[src/rtl/div_pkg.sv]
// Shared definitions for the restoring divider: FSM state encoding and default widths.
package div_pkg;

   localparam int DVD_W_DEF = 8;
   localparam int DVS_W_DEF = 4;

   typedef enum logic [1:0] {
      IDLE = 2'd0,
      CALC = 2'd1,
      DONE = 2'd2
   } state_t;

endpackage

[src/rtl/div_step.sv]
// One combinational restoring-division step: shift in a dividend bit, trial-subtract, restore on borrow.
module div_step #(
   parameter int DVS_W = div_pkg::DVS_W_DEF
) (
   input  logic [DVS_W:0]   rem_in,
   input  logic             dvd_bit,
   input  logic [DVS_W-1:0] divisor,
   output logic [DVS_W:0]   rem_out,
   output logic             q_bit
);

   logic [DVS_W:0]   shifted;
   logic [DVS_W+1:0] trial;

   // rem_in is always below the divisor, so its top bit is zero and dropping it loses nothing.
   assign shifted = {rem_in[DVS_W-1:0], dvd_bit};
   assign trial   = {1'b0, shifted} - {2'b00, divisor};
   assign q_bit   = ~trial[DVS_W+1];
   assign rem_out = q_bit ? trial[DVS_W:0] : shifted;

endmodule

[src/rtl/restoring_divider.sv]
// Multi-cycle unsigned restoring divider, one quotient bit per clock, MSB first.
module restoring_divider
   import div_pkg::*;
#(
   parameter int DVD_W = DVD_W_DEF,
   parameter int DVS_W = DVS_W_DEF
) (
   input  logic             clk,
   input  logic             rst_n,
   input  logic             in_valid,
   output logic             in_ready,
   input  logic [DVD_W-1:0] dividend,
   input  logic [DVS_W-1:0] divisor,
   output logic             out_valid,
   input  logic             out_ready,
   output logic [DVD_W-1:0] quotient,
   output logic [DVS_W-1:0] remainder,
   output logic             div_by_zero,
   output logic [1:0]       dbg_state
);

   // Handshakes: a transfer happens on a rising edge where valid and ready are both 1;
   // in_ready is high only in IDLE and out_valid only in DONE, so they never overlap.

   localparam int                 CNT_W = $clog2(DVD_W + 1);
   localparam logic [CNT_W-1:0]   LAST  = CNT_W'(DVD_W - 1);

   state_t           state;
   logic [CNT_W-1:0] cnt;
   logic [DVD_W-1:0] work;
   logic [DVS_W-1:0] dvs_q;
   logic [DVS_W:0]   prem;
   logic [DVS_W:0]   step_rem;
   logic             step_q;

   assign in_ready  = (state == IDLE);
   assign out_valid = (state == DONE);
   assign dbg_state = state;

   // work holds the unconsumed dividend bits at the top and collects quotient bits at the bottom.
   div_step #(.DVS_W(DVS_W)) u_step (
      .rem_in  (prem),
      .dvd_bit (work[DVD_W-1]),
      .divisor (dvs_q),
      .rem_out (step_rem),
      .q_bit   (step_q)
   );

   always_ff @(posedge clk or negedge rst_n) begin
      if (!rst_n) begin
         state       <= IDLE;
         cnt         <= '0;
         work        <= '0;
         dvs_q       <= '0;
         prem        <= '0;
         quotient    <= '0;
         remainder   <= '0;
         div_by_zero <= 1'b0;
      end else begin
         case (state)
            IDLE: begin
               if (in_valid) begin
                  if (divisor == '0) begin
                     state       <= DONE;
                     quotient    <= '1;
                     remainder   <= '1;
                     div_by_zero <= 1'b1;
                  end else begin
                     state <= CALC;
                     cnt   <= '0;
                     prem  <= '0;
                     work  <= dividend;
                     dvs_q <= divisor;
                  end
               end
            end
            CALC: begin
               prem <= step_rem;
               work <= {work[DVD_W-2:0], step_q};
               cnt  <= cnt + CNT_W'(1);
               if (cnt == LAST) begin
                  state       <= DONE;
                  quotient    <= {work[DVD_W-2:0], step_q};
                  remainder   <= step_rem[DVS_W-1:0];
                  div_by_zero <= 1'b0;
               end
            end
            DONE: begin
               if (out_ready) state <= IDLE;
            end
            default: state <= IDLE;
         endcase
      end
   end

endmodule

[config.mk]
export PLATFORM = sky130hd
export DESIGN_NAME = restoring_divider
export DESIGN_NICKNAME = d
export VERILOG_FILES = /design/src/rtl/div_pkg.sv /design/src/rtl/div_step.sv /design/src/rtl/restoring_divider.sv
export SDC_FILE = /design/constraint.sdc
export NUM_CORES = 1
export LEC_CHECK = 0
export ABC_AREA = 1
export CAP_MARGIN = 20
export CORE_ASPECT_RATIO = 0.7
export CORE_MARGIN = 2
export CORE_UTILIZATION = 40
export CTS_BUF_LIST = sky130_fd_sc_hd__clkbuf_16
export CTS_CLUSTER_DIAMETER = 120
export DETAILED_ROUTE_END_ITERATION = 16
export PLACE_DENSITY_LB_ADDON = 0.15
export REMOVE_ABC_BUFFERS = 1
export SETUP_SLACK_MARGIN = 0.5
export SKIP_CTS_REPAIR_TIMING = 1
export SKIP_LAST_GASP = 1
export SYNTH_ARGS = -nofsm -noshare
export SYNTH_HDL_FRONTEND = slang
export SYNTH_SLANG_ARGS = --single-unit
[constraint.sdc]
create_clock -name clk -period 2.05 [get_ports clk]
set_clock_uncertainty 0.05 [all_clocks]
set_input_delay 0.41 -clock clk [delete_from_list [all_inputs] [get_ports clk]]
set_output_delay 0.41 -clock clk [all_outputs]
set_load 0.02 [all_outputs]
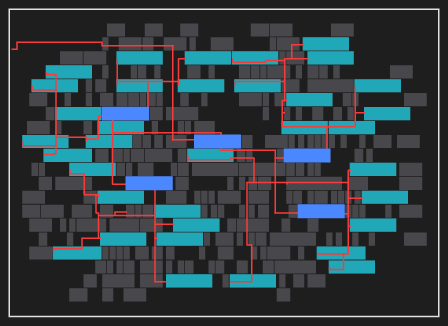
Figure 1: run 1, clock wires, drivers and flops.
[blue] clock drivers | count: 5
[cyan] flip-flops | count: 35
[red] clock wires | length: 456 µm
routed clock nets: 6

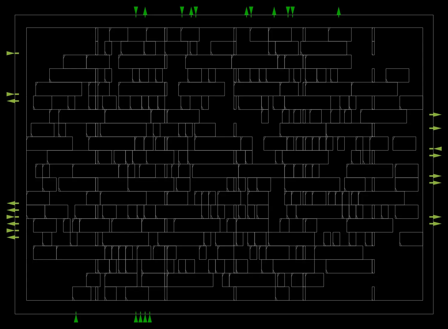
Figure 2: run 1, cell placement.
proportion of cell area occupied by registers: 33.3%
Floorplan Core Area: 0.00430 mm²
number of standard cells in the layout, taps in and fillers out: 312
Row Count: 20
flop count: 35

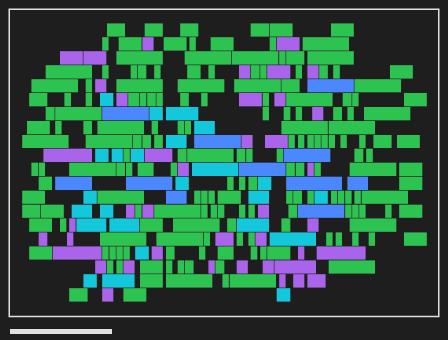
Figure 3: run 1, cell sizes after repair.
Scale bar: 20 µm.
[blue] _6 and larger | cells: 11 | share: 4.3% | most used: clkbuf_16
[purple] _2 cells | cells: 41 | share: 16% | most used: nor2_2
[cyan] _3 and _4 cells | cells: 24 | share: 9.3% | most used: buf_4
[green] _0 and _1 cells | cells: 181 | share: 70% | most used: nand2_1
post-synthesis to final-layout area growth: 49.0%
Non-clock buffers: 49
final critical-path setup slack: 438 ps
final non-filler cell area: 0.00264 mm²

==> impl_metrics.csv, run 1 <==
group,metric,value,unit
global_route,grt_util_met1,22.7,%
final_layout,nNonClkInverters,25,
worst_setup_path,max_stage_delay_cell_worst_path,"dfrtp_2",
final_layout,seq_area,880,µm²
final_timing,final.setup.tns,0,ps
synth,synth-adder-area-share,4.66,%
synth,yosys-mux-area-fraction,0,%
routing,mean_number_of_vias_per_cell,4.86,
global_route,met2_usage,26.7,%
routing,drtPass1Iterations,4,
final_layout,layout.cells.largest_class,"registers",
synth,yosys_cell_count,206,
pwr,power.leakage,1.36,nW
final_layout,final-clk-cell-share,6.21,%
clocking,cts_made_buffers,5,
worst_setup_path,reg2reg_to,"remainder[2]",
final_layout,final_cell_mix,"nand2_1, dfrtp_1, dlymetal6s2s_1",
final_timing,fin_worst_hold_slack,337,ps
synth,synth_top_cell_by_count,"nand2_1",
worst_setup_path,rrSetupSlack,470,ps
synth,topCombFamilyByArea,"simple AND/OR/NAND/NOR gates",
synth,cell_types_occupying_the_most_area_after_synthesis,"dfrtp_1, nand2_1, inv_1",
final_layout,layout.filler_cells,375,
worst_setup_path,startpoint,"dbg_state[0]",
clocking,clk_pin_slew_worst_paths,50,ps
pwr,ir_drop,899,µV
synth,netlist_top_cells_count,"nand2_1, dfrtp_1, inv_1, nor2_1, nand3_1",
pwr,switchingPower,1.92,mW
final_layout,utilization,61.3,%
synth,synth.lib_cells_used.distinct,26,
clocking,clockBufferDepth,2,
final_timing,unrepaired_setup_endpoints_after_global_routing,"true",
global_route,overall_routing_resource_usage,16.7,%
hold_path,hp-class,"in2reg",
clocking,clk_latency,270,ps
final_timing,max_clock_freq,620,MHz
synth,synth.avg_cell_area,8.59,µm²
synth,yosys.stat.chipArea,0.00177,mm²
synth,ys.warnings.count,0,
clocking,clock-root-buffer,"clkbuf_16",
status,run_status,"finished, final reports clean",
floorplan,top_level_ports,33,
synth,synthDominantCellAreaShare,49.5,%
synth,async_flop_share,100,%
final_layout,drive_above_1_share,29.6,%
worst_setup_path,crit_required,1590,ps
worst_setup_path,crit_fanout,6,
routing,route.met2.wl,1960,µm
routing,detail_route.wirelength.met1,2020,µm
clocking,tritoncts,"built",
final_layout,logic_gate_count,140,
final_layout,nonClkBufAreaFrac,20.9,%
floorplan,die_area,0.00498,mm²
pwr,seq_power_share,26.3,%
pwr,internal-power,2.68,mW
final_timing,min_period_over_period,78.6,%
run,tool_warnings,26,
clocking,cts-htree-levels,2,
run,max-cap-violations,0,
routing,drc,0,
global_route,grt_start_max_net_pins,36,
routing,routed_wirelength,4220,µm
placed_design,portBuffers,32,
placed_design,detailedPlacementHpwl,2610,µm
synth,synth-main-ff-cell,"dfrtp_1",
global_route,grt_first_pass_wirelength,6460,µm
pwr,sw_frac_of_total,41.7,%
==> run 1: power groups by stage <==
| stage | Sequential, mW | Clock (mW) | Combinational, mW |
|---|---|---|---|
| 2_1_floorplan | 1.30 | 0 | 1.12 |
| 3_3_place_gp | 1.20 | 0 | 1.90 |
| 3_5_place_dp | 1.20 | 0 | 1.93 |
| 4_1_cts | 1.19 | 0.850 | 1.94 |
| 5_1_grt | 1.25 | 0.883 | 2.83 |
| 6_report | 1.21 | 0.841 | 2.55 |
==> run 1: metrics by stage <==
stage	instance area, µm²	instances	power, mW	setup WS (ps)
3_5_place_dp	2150	293	3.13	203
2_1_floorplan	1720	200	2.43	460
3_3_place_gp	2150	293	3.10	235
4_1_cts	2310	301	3.99	46.5
6_report	2640	312	4.60	438
5_1_grt	2640	312	4.96	402
Figure 4. Sequential cells grouped by signal name (run 1).
Scale bar: 20 µm. Other sequential cells in the stronger grey, the rest of the logic in the fainter grey.
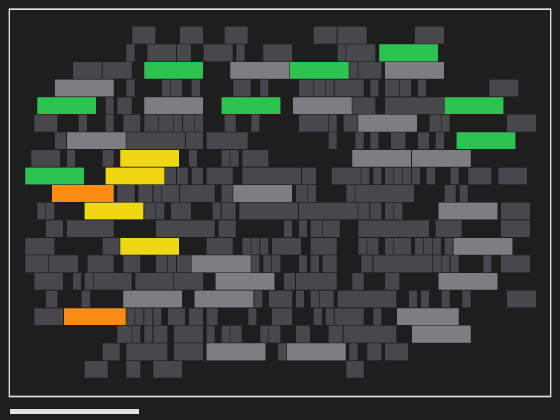

==> run 2, diff against run 1 <==
==> constraint.sdc (replaced) <==
create_clock -name clk -period 1.55 [get_ports clk]
set_clock_uncertainty 0.05 [all_clocks]
set_input_delay 0.31 -clock clk [delete_from_list [all_inputs] [get_ports clk]]
set_output_delay 0.31 -clock clk [all_outputs]
set_load 0.02 [all_outputs]
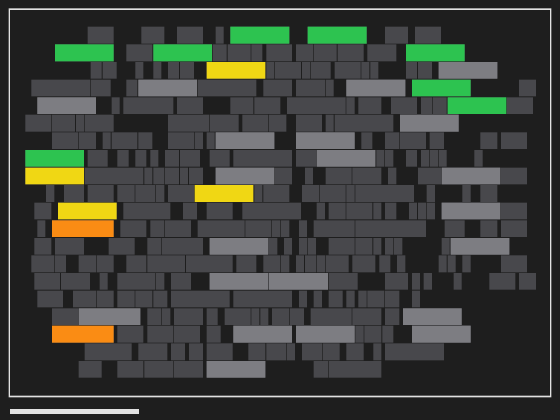
Figure 5: run 2, sequential cells grouped by signal name.
Scale bar: 20 µm. Other sequential cells in the stronger grey, the rest of the logic in the fainter grey.
[orange] `dbg_state` | placed flops: 2
[green] `quotient` | placed flops: 8
[yellow] `cnt` | placed flops: 4
not coloured: 21

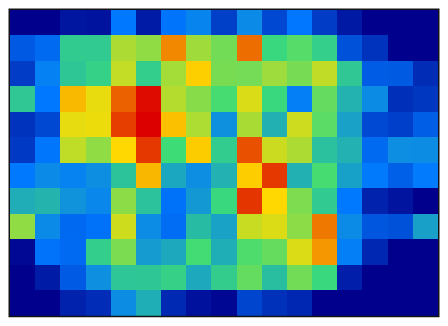
Figure 6: run 2, routed metal per tile.
17 x 12 tiles, from dark blue (low) to red (high), scaled to the fullest tile. Values are wire area over tile area, all layers added.
mean over tiles: 0.16
tiles over half the peak: 31%
densest ninth of the die: centre
fullest tile: 0.43

==> impl_metrics.csv, run 2 <==
group,metric,value,unit
final_layout,final_cell_mix,"nand2_1, dfrtp_1, buf_6",
worst_setup_path,timing.critical_path.depth,8,
global_route,grt_first_pass_wirelength,6640,µm
placed_design,placement.cell_area,0.00232,mm²
status,run_status,"finished with violations",
pwr,ir_drop,1320,µV
global_route,grtUsageMet3,4.56,%
worst_setup_path,timing.critical_path.cells,"inv_2 > ha_4 > inv_2 > fa_2 > nand2_2 > nand2_2 > nand2_1 > nand2_1",
worst_setup_path,max_stage_delay_cell_worst_path,"fa_2",
floorplan,placeableCoreArea,0.00430,mm²
global_route,antenna_found_initial,0,
synth,yosys_cell_count,206,
routing,avgRoutedWirePerCell,15.2,µm
routing,mean_number_of_vias_per_cell,4.91,
pwr,seq_power_share,21.8,%
global_route,grt_busiest_layer,"met2",
worst_setup_path,worst_setup_path_end_kind,"register",
worst_setup_path,reg2reg_from,"work[7]",
synth,topCombFamilyByArea,"simple AND/OR/NAND/NOR gates",
synth,synth-adder-area-share,4.66,%
synth,synthDominantCellAreaShare,49.5,%
final_layout,finish.cell_count_without_fillers,342,
final_layout,ff_count,35,
worst_setup_path,critPathTopFamily,"adder cells",
final_layout,layout.filler_cells,300,
global_route,grt_util_met1,24.5,%
final_timing,max_slew_margin,82.5,%
final_layout,nNonClkBuffers,79,
floorplan,top_level_ports,33,
synth,async_flop_share,100,%
synth,synth-main-ff-cell,"dfrtp_1",
routing,detail_route.wirelength.met1,2410,µm
synth,ys.warnings.count,0,
synth,netlist_top_cells_count,"nand2_1, dfrtp_1, inv_1, nor2_1, nand3_1",
clocking,clockBufferDepth,2,
routing,route.met2.wl,2510,µm
final_layout,logic_gate_count,140,
routing,drt_iter0_markers,114,
pwr,switchingPower,3.21,mW
floorplan,die_width,83.5,µm
worst_setup_path,timing.setup.critical_path_class,"reg2reg",
routing,routed_wirelength,5190,µm
synth,cell_types_occupying_the_most_area_after_synthesis,"dfrtp_1, nand2_1, inv_1",
final_layout,antenna-diode-count,0,
floorplan,die_area,0.00498,mm²
placed_design,detailedPlacementHpwl,2690,µm
pwr,power.share.combinational,63.1,%
synth,edf_count,0,
pwr,power.total,7.70,mW
final_timing,timing_hold_violations_final,0,
final_layout,final_net_count,308,
final_layout,utilization,73.1,%
synth,yosys-mux-area-fraction,0,%
final_layout,drive_above_1_share,53.3,%
final_layout,seq_area_share,28.0,%
clocking,clk_latency,290,ps
final_layout,final-clk-cell-share,5.37,%
final_layout,nonClkBufAreaFrac,27.1,%
final_timing,max_clock_freq,614,MHz
final_layout,area_growth,77.6,%
final_timing,final-setup-viol-count,5,
global_route,globalRouteOverflowTotal,0,
routing,drc,0,
placed_design,gp_routability_congestion,0.786,
global_route,grt_start_max_net_pins,36,
final_timing,period_needed,1630,ps
worst_setup_path,timing.critical_path.slowest_cell_delay,560,ps
routing,route.vias.total,1679,
final_timing,unrepaired_setup_endpoints_after_global_routing,"true",
synth,synth.lib_cells_used.distinct,26,
final_timing,post-route-worst-setup-slack,-77.5,ps
placed_design,portBuffers,32,
synth,synth.avg_cell_area,8.59,µm²
final_layout,final_common_cell,"nand2_1",
final_layout,comb_area,0.00107,mm²
hold_path,timing.hold.worst.start,"divisor[3]",
final_timing,fin_worst_hold_slack,278,ps
synth,post_synth_and_or_nand_nor_area_fraction,25.9,%
worst_setup_path,crit_fanout,3,
final_layout,nNonClkInverters,25,
clocking,clk_pin_slew_worst_paths,60,ps
worst_setup_path,crit_arrival,1790,ps
placed_design,place_inst,311,
clocking,cts-htree-levels,2,
global_route,met2_usage,26.2,%
pwr,power.leakage,1.52,nW
clocking,clock-root-buffer,"clkbuf_16",
final_layout,seq_area,880,µm²
global_route,overall_routing_resource_usage,17.3,%
worst_setup_path,crit_required,1720,ps
clocking,cts_made_buffers,5,
pwr,powerDensity,2450,mW/mm²
routing,drtPass1Iterations,4,
placed_design,dp_slack,-115,ps
run,max-cap-violations,0,
final_layout,final_cell_area,0.00314,mm²
synth,seq_area_frac_synth,49.5,%
worst_setup_path,timing.critical_path.buf_inv,2,
synth,yosys.stat.chipArea,0.00177,mm²
synth,synth_top_cell_by_count,"nand2_1",
run,tool_warnings,26,
final_timing,final.setup.tns,-202,ps
final_layout,reg.largest.list,"quotient: 8 flops, work: 8 flops",
final_layout,layout.cells.largest_class,"logic gates",
clocking,tritoncts,"built",
worst_setup_path,reg2reg_to,"prem[1]",
worst_setup_path,worstSetupStartpointType,"register",
worst_setup_path,rrSetupSlack,-80,ps
floorplan,core.rowCount,20,
pwr,sw_frac_of_total,41.7,%
hold_path,hp-class,"in2reg",
pwr,internal-power,4.49,mW
final_timing,worst_pin_slew,262,ps
worst_setup_path,worstRegToRegCells,8,
status,violations,"negative setup slack",
synth,syn-instance-count,206,
final_timing,drv_slew,0,
synth,area_of_the_mapped_netlist,0.00177,mm²
final_timing,min_period_over_period,105,%
run 2: cell counts after synthesis:
No cell type changed its count.
run 2: worst max-delay path by stage:
stage,end,startpoint,slack [ps]
floorplan,remainder[0],dbg_state[0],-40
global placement,remainder[2],work[7],-90
detailed placement,work[0],divisor[3],-110
CTS,in_ready,dbg_state[0],-310
global route,prem[2],work[7],-180
finish,prem[1],work[7],-80
run 2: power groups by stage:
stage                     Combinational [mW]  Clock, mW  Sequential, mW
final                                   4.86       1.17            1.68
after global routing                    5.23       1.22            1.71
after CTS                               3.04       1.17            1.54
after detailed placement                3.02          0            1.55
after global placement                  2.97          0            1.55
after floorplan                         1.48          0            1.73
Power and IR drop assume default switching activity.
